File: src/rtl/pci_conf_init_master.sv
// Wishbone classic master that writes a fixed seven-entry configuration list into
// the PCI bridge and optionally reads it back, reporting the first failure it hits.
module pci_conf_init_master #(
    parameter logic [31:0] CONF_BASE        = 32'h0000_0000,
    parameter logic [31:0] TAR0_BASE_ADDR_0 = 32'h1000_0000,
    parameter logic [31:0] W_BASE_ADDR_1    = 32'hC000_0000,
    parameter int          TIMEOUT_CYCLES   = 256,
    parameter int          RETRY_MAX        = 3
) (
    input  logic        wb_clk_i,
    input  logic        wb_rst_i,
    input  logic        start_i,
    input  logic        verify_en_i,
    output logic [31:0] wbm_adr_o,
    output logic [31:0] wbm_dat_o,
    input  logic [31:0] wbm_dat_i,
    output logic [3:0]  wbm_sel_o,
    output logic        wbm_cyc_o,
    output logic        wbm_stb_o,
    output logic        wbm_we_o,
    input  logic        wbm_ack_i,
    input  logic        wbm_err_i,
    input  logic        wbm_rty_i,
    output logic        busy_o,
    output logic        done_o,
    output logic        fail_o,
    output logic [2:0]  fail_idx_o,
    output logic [1:0]  fail_code_o,
    output logic [31:0] fail_data_o
);
    localparam int TW = $clog2(TIMEOUT_CYCLES);
    localparam int RW = (RETRY_MAX < 1) ? 1 : $clog2(RETRY_MAX + 1);
    localparam logic [TW-1:0] TMO_LAST  = TW'(TIMEOUT_CYCLES - 1);
    localparam logic [RW-1:0] RTY_LAST  = RW'(RETRY_MAX);
    localparam logic [2:0]    LAST_IDX  = 3'd6;
    localparam logic [1:0]    CODE_ERR  = 2'd1;
    localparam logic [1:0]    CODE_TMO  = 2'd2;
    localparam logic [1:0]    CODE_CMP  = 2'd3;

    typedef enum logic [2:0] {
        IDLE, WRITE, W_GAP, READ, R_GAP, CHECK, DONE, FAIL
    } state_t;

    function automatic logic [11:0] ent_off(input logic [2:0] i);
        case (i)
            3'd0:    return 12'h004;
            3'd1:    return 12'h010;
            3'd2:    return 12'h108;
            3'd3:    return 12'h188;
            3'd4:    return 12'h18C;
            3'd5:    return 12'h190;
            default: return 12'h1EC;
        endcase
    endfunction

    function automatic logic [31:0] ent_data(input logic [2:0] i);
        case (i)
            3'd0:    return 32'h0000_0007;
            3'd1:    return TAR0_BASE_ADDR_0;
            3'd2:    return 32'hFFFF_0000;
            3'd3:    return W_BASE_ADDR_1;
            3'd4:    return 32'hFFFF_0000;
            3'd5:    return W_BASE_ADDR_1;
            default: return 32'h0000_0000;
        endcase
    endfunction

    function automatic logic [31:0] ent_mask(input logic [2:0] i);
        case (i)
            3'd0:    return 32'h0000_0007;
            3'd6:    return 32'h0000_0000;
            default: return 32'hFFFF_0000;
        endcase
    endfunction

    state_t        state_q, state_d;
    logic [2:0]    idx_q, idx_d;
    logic          verify_q, verify_d;
    logic          reissue_q, reissue_d;
    logic [RW-1:0] retry_q, retry_d;
    logic [TW-1:0] tmo_q, tmo_d;
    logic [31:0]   rdata_q, rdata_d;
    logic          cyc_q, cyc_d;
    logic          we_q, we_d;
    logic [31:0]   adr_q, adr_d;
    logic [31:0]   dat_q, dat_d;
    logic          busy_q, busy_d;
    logic          done_q, done_d;
    logic          fail_q, fail_d;
    logic [2:0]    fail_idx_q, fail_idx_d;
    logic [1:0]    fail_code_q, fail_code_d;
    logic [31:0]   fail_data_q, fail_data_d;

    always_ff @(posedge wb_clk_i) begin
        if (wb_rst_i) begin
            state_q     <= IDLE;
            idx_q       <= '0;
            verify_q    <= 1'b0;
            reissue_q   <= 1'b0;
            retry_q     <= '0;
            tmo_q       <= '0;
            rdata_q     <= '0;
            cyc_q       <= 1'b0;
            we_q        <= 1'b0;
            adr_q       <= '0;
            dat_q       <= '0;
            busy_q      <= 1'b0;
            done_q      <= 1'b0;
            fail_q      <= 1'b0;
            fail_idx_q  <= '0;
            fail_code_q <= '0;
            fail_data_q <= '0;
        end else begin
            state_q     <= state_d;
            idx_q       <= idx_d;
            verify_q    <= verify_d;
            reissue_q   <= reissue_d;
            retry_q     <= retry_d;
            tmo_q       <= tmo_d;
            rdata_q     <= rdata_d;
            cyc_q       <= cyc_d;
            we_q        <= we_d;
            adr_q       <= adr_d;
            dat_q       <= dat_d;
            busy_q      <= busy_d;
            done_q      <= done_d;
            fail_q      <= fail_d;
            fail_idx_q  <= fail_idx_d;
            fail_code_q <= fail_code_d;
            fail_data_q <= fail_data_d;
        end
    end

    always_comb begin
        state_d     = state_q;
        idx_d       = idx_q;
        verify_d    = verify_q;
        reissue_d   = reissue_q;
        retry_d     = retry_q;
        tmo_d       = tmo_q;
        rdata_d     = rdata_q;
        done_d      = done_q;
        fail_d      = fail_q;
        fail_idx_d  = fail_idx_q;
        fail_code_d = fail_code_q;
        fail_data_d = fail_data_q;

        case (state_q)
            IDLE: begin
                if (start_i) begin
                    done_d      = 1'b0;
                    fail_d      = 1'b0;
                    fail_idx_d  = '0;
                    fail_code_d = '0;
                    fail_data_d = '0;
                    verify_d    = verify_en_i;
                    idx_d       = '0;
                    retry_d     = '0;
                    tmo_d       = '0;
                    reissue_d   = 1'b0;
                    state_d     = WRITE;
                end
            end
            WRITE, READ: begin
                // Termination priority: err, then rty, then ack.
                if (wbm_err_i) begin
                    fail_idx_d  = idx_q;
                    fail_code_d = CODE_ERR;
                    state_d     = FAIL;
                end else if (wbm_rty_i) begin
                    if (retry_q == RTY_LAST) begin
                        fail_idx_d  = idx_q;
                        fail_code_d = CODE_TMO;
                        state_d     = FAIL;
                    end else begin
                        retry_d   = retry_q + 1'b1;
                        reissue_d = 1'b1;
                        state_d   = (state_q == WRITE) ? W_GAP : R_GAP;
                    end
                end else if (wbm_ack_i) begin
                    if (state_q == WRITE) begin
                        state_d = W_GAP;
                    end else begin
                        rdata_d = wbm_dat_i;
                        state_d = CHECK;
                    end
                end else if (tmo_q == TMO_LAST) begin
                    fail_idx_d  = idx_q;
                    fail_code_d = CODE_TMO;
                    state_d     = FAIL;
                end else begin
                    tmo_d = tmo_q + 1'b1;
                end
            end
            W_GAP: begin
                tmo_d = '0;
                if (reissue_q) begin
                    reissue_d = 1'b0;
                    state_d   = WRITE;
                end else if (idx_q != LAST_IDX) begin
                    idx_d   = idx_q + 3'd1;
                    retry_d = '0;
                    state_d = WRITE;
                end else if (verify_q) begin
                    idx_d   = '0;
                    retry_d = '0;
                    state_d = READ;
                end else begin
                    state_d = DONE;
                end
            end
            CHECK: begin
                if (((rdata_q ^ ent_data(idx_q)) & ent_mask(idx_q)) != 32'd0) begin
                    fail_idx_d  = idx_q;
                    fail_code_d = CODE_CMP;
                    fail_data_d = rdata_q;
                    state_d     = FAIL;
                end else begin
                    state_d = R_GAP;
                end
            end
            R_GAP: begin
                tmo_d = '0;
                if (reissue_q) begin
                    reissue_d = 1'b0;
                    state_d   = READ;
                end else if (idx_q != LAST_IDX) begin
                    idx_d   = idx_q + 3'd1;
                    retry_d = '0;
                    state_d = READ;
                end else begin
                    state_d = DONE;
                end
            end
            DONE: begin
                done_d  = 1'b1;
                state_d = IDLE;
            end
            FAIL: begin
                fail_d  = 1'b1;
                state_d = IDLE;
            end
            default: state_d = IDLE;
        endcase

        // Bus outputs are decoded from the next state so they leave the flops clean.
        cyc_d  = (state_d == WRITE) || (state_d == READ);
        we_d   = (state_d == WRITE);
        adr_d  = cyc_d ? (CONF_BASE + {20'd0, ent_off(idx_d)}) : 32'd0;
        dat_d  = we_d ? ent_data(idx_d) : 32'd0;
        busy_d = (state_d != IDLE);
    end

    assign wbm_adr_o   = adr_q;
    assign wbm_dat_o   = dat_q;
    assign wbm_sel_o   = {4{cyc_q}};
    assign wbm_cyc_o   = cyc_q;
    assign wbm_stb_o   = cyc_q;
    assign wbm_we_o    = we_q;
    assign busy_o      = busy_q;
    assign done_o      = done_q;
    assign fail_o      = fail_q;
    assign fail_idx_o  = fail_idx_q;
    assign fail_code_o = fail_code_q;
    assign fail_data_o = fail_data_q;
endmodule

File: config.mk
export PLATFORM = sky130hd
export DESIGN_NAME = pci_conf_init_master
export DESIGN_NICKNAME = d
export VERILOG_FILES = /design/src/rtl/pci_conf_init_master.sv
export SDC_FILE = /design/constraint.sdc
export NUM_CORES = 1
export LEC_CHECK = 0
export ABC_AREA = 1
export CAP_MARGIN = 10
export CELL_PAD_IN_SITES_DETAIL_PLACEMENT = 0
export CELL_PAD_IN_SITES_GLOBAL_PLACEMENT = 2
export CORE_ASPECT_RATIO = 0.75
export CORE_MARGIN = 2
export CORE_UTILIZATION = 27
export DETAILED_ROUTE_END_ITERATION = 10
export GPL_TIMING_DRIVEN = 0
export PLACE_DENSITY = 0.81
export SYNTH_ARGS = -nofsm -noshare
export SYNTH_HDL_FRONTEND = slang
export SYNTH_SLANG_ARGS = --single-unit
File: constraint.sdc
create_clock -name wb_clk_i -period 4.67 [get_ports wb_clk_i]
set_clock_uncertainty 0.1 [all_clocks]
set_input_delay 0.7005 -clock wb_clk_i [delete_from_list [all_inputs] [get_ports wb_clk_i]]
set_output_delay 0.7005 -clock wb_clk_i [all_outputs]
set_load 0.005 [all_outputs]
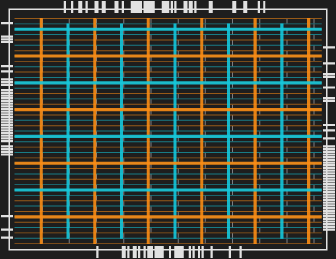
Figure 1: run 1, PDN straps and rails.
Pins as bars on the die edge. Tap cells in gray.
VSS: in orange. VDD: in cyan.
43 met1 rails follow the rows. 11 straps on met4.
Die Ht: 121 um
VDD IR max: 0.155 mV
core box area: 17800 um2
Die Wd: 160 um

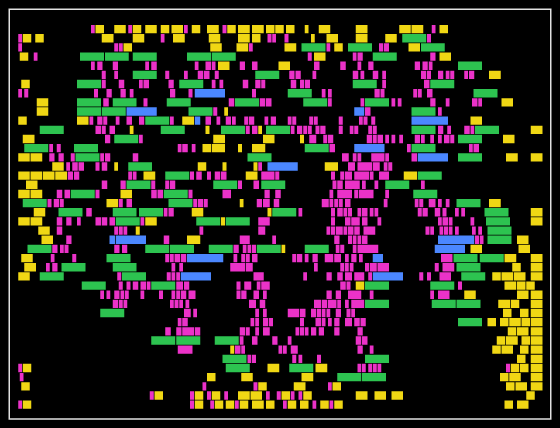
Figure 2: run 1, placement by cell class.
clock drivers and dummy loads: in blue, cells 16. combinational and other logic: in magenta, cells 532. other buffers and delay cells: in yellow, cells 193. flops: in green, cells 102.

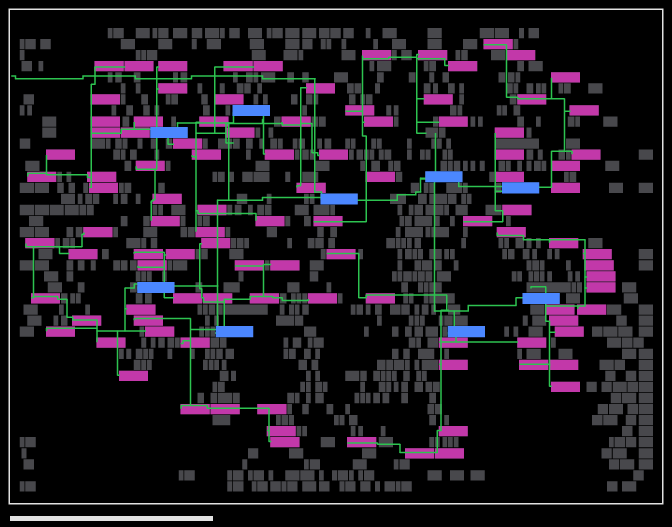
Figure 3: run 1, clock network drawn from the DEF.
The bar under the picture is 50 um long.
clock drivers: in blue, count 9. clock wires: in green, length 1410 um. flip-flops: in magenta, count 102.
Position of the flops: widely spread.
Clk pwr share: 30.3%
worst skew pair latency: 0.35 ns

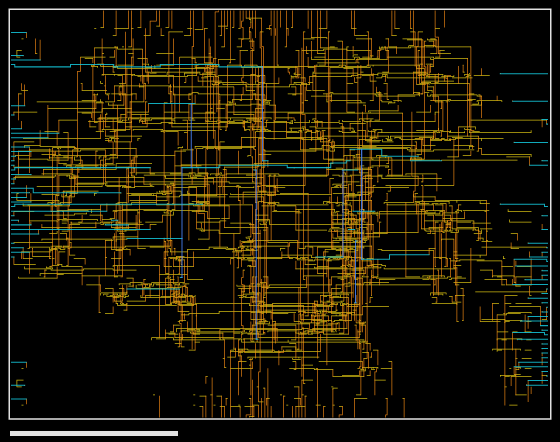
Figure 4: run 1, metal layers overlaid.
The bar under the picture is 50 um long.
metal 4: in blue, wire length 207 um. metal 1: in yellow, wire length 6640 um. metal 2: in orange, wire length 5730 um. metal 3: in cyan, wire length 791 um.
GRT Total Usage: 13.9%
wire length per cell: 12.3 um
Routed WL: 13.4 mm
DR vias: 4512

==> flow_summary.toml, run 1 <==
# physical design summary
[outcome]
status = "complete, no violations"

[clocking]
cts_hold_buffers = 0
clock_path_buffers = 2
cts_resized = 0

[worst_setup_path]
start_kind = "flop"
reg2reg_from = "idx_q[0]$_SDFF_PP0_"
crit_start = "idx_q[0]$_SDFF_PP0_"
crit_family = "simple AND/OR/NAND/NOR gates"
end_kind = "flop"
rr_worst_depth = 17
crit_arrival_ns = 2.60

[logic_synthesis]
synth-seq-cells = 102
syn_area_um2 = 4950
ys_sh_adder_pct = 1.77

[sta]
fin_crit_ns = 2.49
hold_violations = 0
setup_viol = 0

[layout]
seqCellArea_um2 = 2040
sh_seq_area_pct = 29.9
final_cells = 1085
drive_gt1_share_pct = 14.7
lay_top_count = "nor2_1"
clock_area_share_pct = 5.02
comb_share_pct = 31.8
logic_gate_count = 456

[floorplanning]
fp_util_pct = 27.8

[global_route]
grt_pass1_vias = 4297

[min_path]
hold_path_class = "reg -> reg"
whs_path_depth = 2

[placed_design]
port_buffers = 109
preCtsSetupSlack_ns = 1.90
detailed_place.area_um2 = 6480

[power]
power_uw = 2880
==> run 1: report_power, final <==
| group | internal, uW | leakage (uW) | total (uW) | switching (uW) |
|---|---|---|---|---|
| logic | 431 | 0.00182 | 1000 | 574 |
| registers | 949 | 0.000825 | 1010 | 55.9 |
| clock network | 526 | 0.000170 | 873 | 347 |
| total | 1910 | 0.00281 | 2880 | 977 |
==> run 1: state kept, by name (all words and copies together) (netlist names), 2 cells and up <==
signal,count
wbm_adr_o,6
tmo_q,8
fail_idx_o,3
idx_q,3
retry_q,2
fail_data_o,32
fail_code_o,2
state_q,3
wbm_dat_o,4
rdata_q,32
==> run 2, diff against run 1 <==
CORE_UTILIZATION = 26   (was 27)
PLACE_DENSITY = 0.78   (was 0.81)
clock period = 2.5 ns   (was 4.67 ns; I/O delays follow)
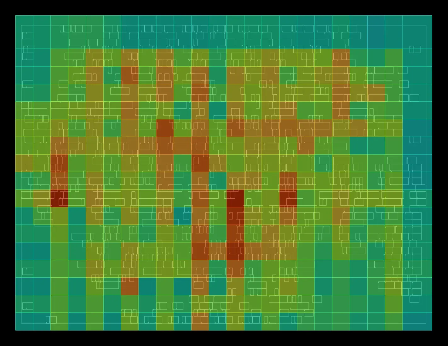
Figure 5: run 2, track usage over the die.
routing usage on met3: 5.43%
utilization after layout: 36.9%
met2 usage: 19.9%

==> run 2 against run 1 <==
- sequential power rose by 86%
- count of clock-buffer cells in the layout unchanged
- core utilization shrank 1.4 points
- die size grew 3.7%
- power up 84%
- non-clock buffer count grew 2
- via count fell by 2.0%
- global-route usage decreased by 0.13 points
- sequential share of layout area decreased by 0.053 points
- combinational power up 88%
- critical endpoint is now fail_data_o[5]$_SDFFE_PP0P_
- highest routed layer unchanged
==> flow_summary.toml, run 2 <==
# physical design summary
[layout]
seqCellArea_um2 = 2050
sh_seq_area_pct = 29.9
clock_area_share_pct = 4.67
comb_share_pct = 31.9
logic_gate_count = 456
lay_top_count = "nor2_1"

[placed_design]
detailed_place.area_um2 = 6490
preCtsSetupSlack_ns = 0.0349
port_buffers = 109

[sta]
hold_violations = 0
fin_crit_ns = 2.30
fin_ws_ns = 0.197
setup_viol = 0

[global_route]
antenna_found_initial = 0
grt-ovfl-total = 0
grt_usage_pct = 13.8
grt_pass1_vias = 4124

[logic_synthesis]
syn_area_um2 = 4950
ys_sh_adder_pct = 1.77
synth-seq-cells = 102
yosys_area_um2 = 4950
ys_sh_simple_pct = 23.6
top_area_cell = "dfxtp_1"

[min_path]
hold_path_class = "reg -> reg"

[worst_setup_path]
path_cells = "inv_1 > ha_1 > inv_2 > nand2_2 > nand2_4 > nand2_1 > nand2_1 > o21ai_1 > nor2_1 > nand2_1 > nand2_2 > nand2_2 > nand2_4 > buf_8 > nor2_1 > a21oi_1 > nor2_1"
crit_arrival_ns = 2.42
critPathKind = "reg -> reg"
start_kind = "flop"
end_kind = "flop"
crit_family = "simple AND/OR/NAND/NOR gates"

[power]
clkPwrFrac_pct = 29.0
power_uw = 5310
power.switching_uw = 1840
power.share.combinational_pct = 35.5
switching_share_pct = 34.6
irDropWorstVdd_mv = 0.328
p_seq_share_pct = 35.5
internal-power_uw = 3470

[detailed_routing]
vias = 4420
routed_wl_mm = 13.6
wire_per_inst_um = 12.4

[floorplanning]
coreArea_um2 = 18600
die_h_um = 124
dieWidth_um = 163

[clocking]
clock_latency_ns = 0.35
clock_path_buffers = 2
cts_resized = 0

[outcome]
status = "complete, no violations"
run 2: power by group through the flow:
stage	Clock, uW	Combinational [uW]	Sequential (uW)
global placement	0	1900	1920
global route	1650	2120	1910
CTS	1590	1900	1880
finish	1540	1880	1880
floorplan	0	1220	1910
detailed placement	0	1890	1920
run 2: final timing paths:
path                               from                          end  slack [ns]  cells past startpoint
setup / recovery    idx_q[0]$_SDFF_PP0_  fail_data_o[5]$_SDFFE_PP0P_        0.20                     17
hold / removal    tmo_q[4]$_SDFFE_PP0P_        tmo_q[4]$_SDFFE_PP0P_        0.35                      2
setup reg to reg    idx_q[0]$_SDFF_PP0_  fail_data_o[5]$_SDFFE_PP0P_        0.20                     17
hold reg to reg   tmo_q[4]$_SDFFE_PP0P_        tmo_q[4]$_SDFFE_PP0P_        0.35                      2
==> run 3, diff against run 2 <==
CORE_UTILIZATION = 31   (was 26)
DONT_BUFFER_PORTS = 1   (was not set)
PLACE_DENSITY = 0.72   (was 0.78)
clock period = 1.9 ns   (was 2.5 ns; I/O delays follow)
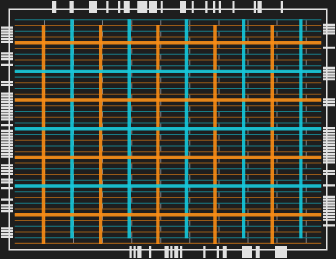
Figure 6: run 3, PDN straps and rails.
Pins as bars on the die edge. Tap cells in gray.
VSS: in orange. VDD: in cyan.
40 met1 rails follow the rows. 150 signal pins sit on the boundary. 205 tap cells. 7 straps on met5.

==> run 3 against run 2 <==
- final area decreased by 5.7%
- global-route usage increased by 1.7 points
- cell count decreased by 11%
- worst hold slack got worse by 0.32 ns
- largest power group is now combinational logic
- sequential power increased by 35%
- register-to-register slack got worse by 0.52 ns
- combinational power increased by 51%
- count of clock-buffer cells in the layout unchanged
- the flow now finishes with violations (negative setup slack)
- critical path type unchanged
==> flow_summary.toml, run 3 <==
# physical design summary
[global_route]
grt_pass1_vias = 3949
antenna_found_initial = 1
grt_usage_pct = 15.4

[outcome]
status = "finished, violations left"
violations = "negative setup slack"

[power]
top_power_group = "combinational logic"
power_uw = 7320
power.share.combinational_pct = 38.6
power.switching_uw = 2780
clkPwrFrac_pct = 26.8
irDropWorstVdd_mv = 0.471
pg_comb_uw = 2830
internal-power_uw = 4540
switching_share_pct = 38.0

[sta]
setup_viol = 52
fin_ws_ns = -0.321
fin_crit_ns = 2.22

[layout]
logic_gate_count = 457
lay_top_count = "dfxtp_1"
final_util_pct = 41.9
clock_area_share_pct = 4.92

[clocking]
clock_latency_ns = 0.36

[floorplanning]
die_h_um = 113

[placed_design]
port_buffers = 0

[logic_synthesis]
synth-seq-cells = 102

[detailed_routing]
vias = 4286

[min_path]
hold_path_class = "in -> reg"
run 3: path summary, 6_finish.rpt:
| check | start | to | slack, ns | cells after the start |
|---|---|---|---|---|
| min | wbm_dat_i[17] | rdata_q[17]$_SDFFE_PP0P_ | 0.02 | 2 |
| max | idx_q[0]$_SDFF_PP0_ | fail_data_o[5]$_SDFFE_PP0P_ | -0.32 | 18 |
| max reg2reg | idx_q[0]$_SDFF_PP0_ | fail_data_o[5]$_SDFFE_PP0P_ | -0.32 | 18 |
| min reg2reg | rdata_q[8]$_SDFFE_PP0P_ | rdata_q[8]$_SDFFE_PP0P_ | 0.37 | 2 |
run 3: repair_timing:
action                                  CTS  global route
buffers inserted                         16            11
resized                                  39           115
hold buffers                              0             0
gates cloned                              2             3
endpoints found under the setup margin   89            93
pin swaps                                 9            29
No activity file was given, so power comes from the tool's default toggle rates.
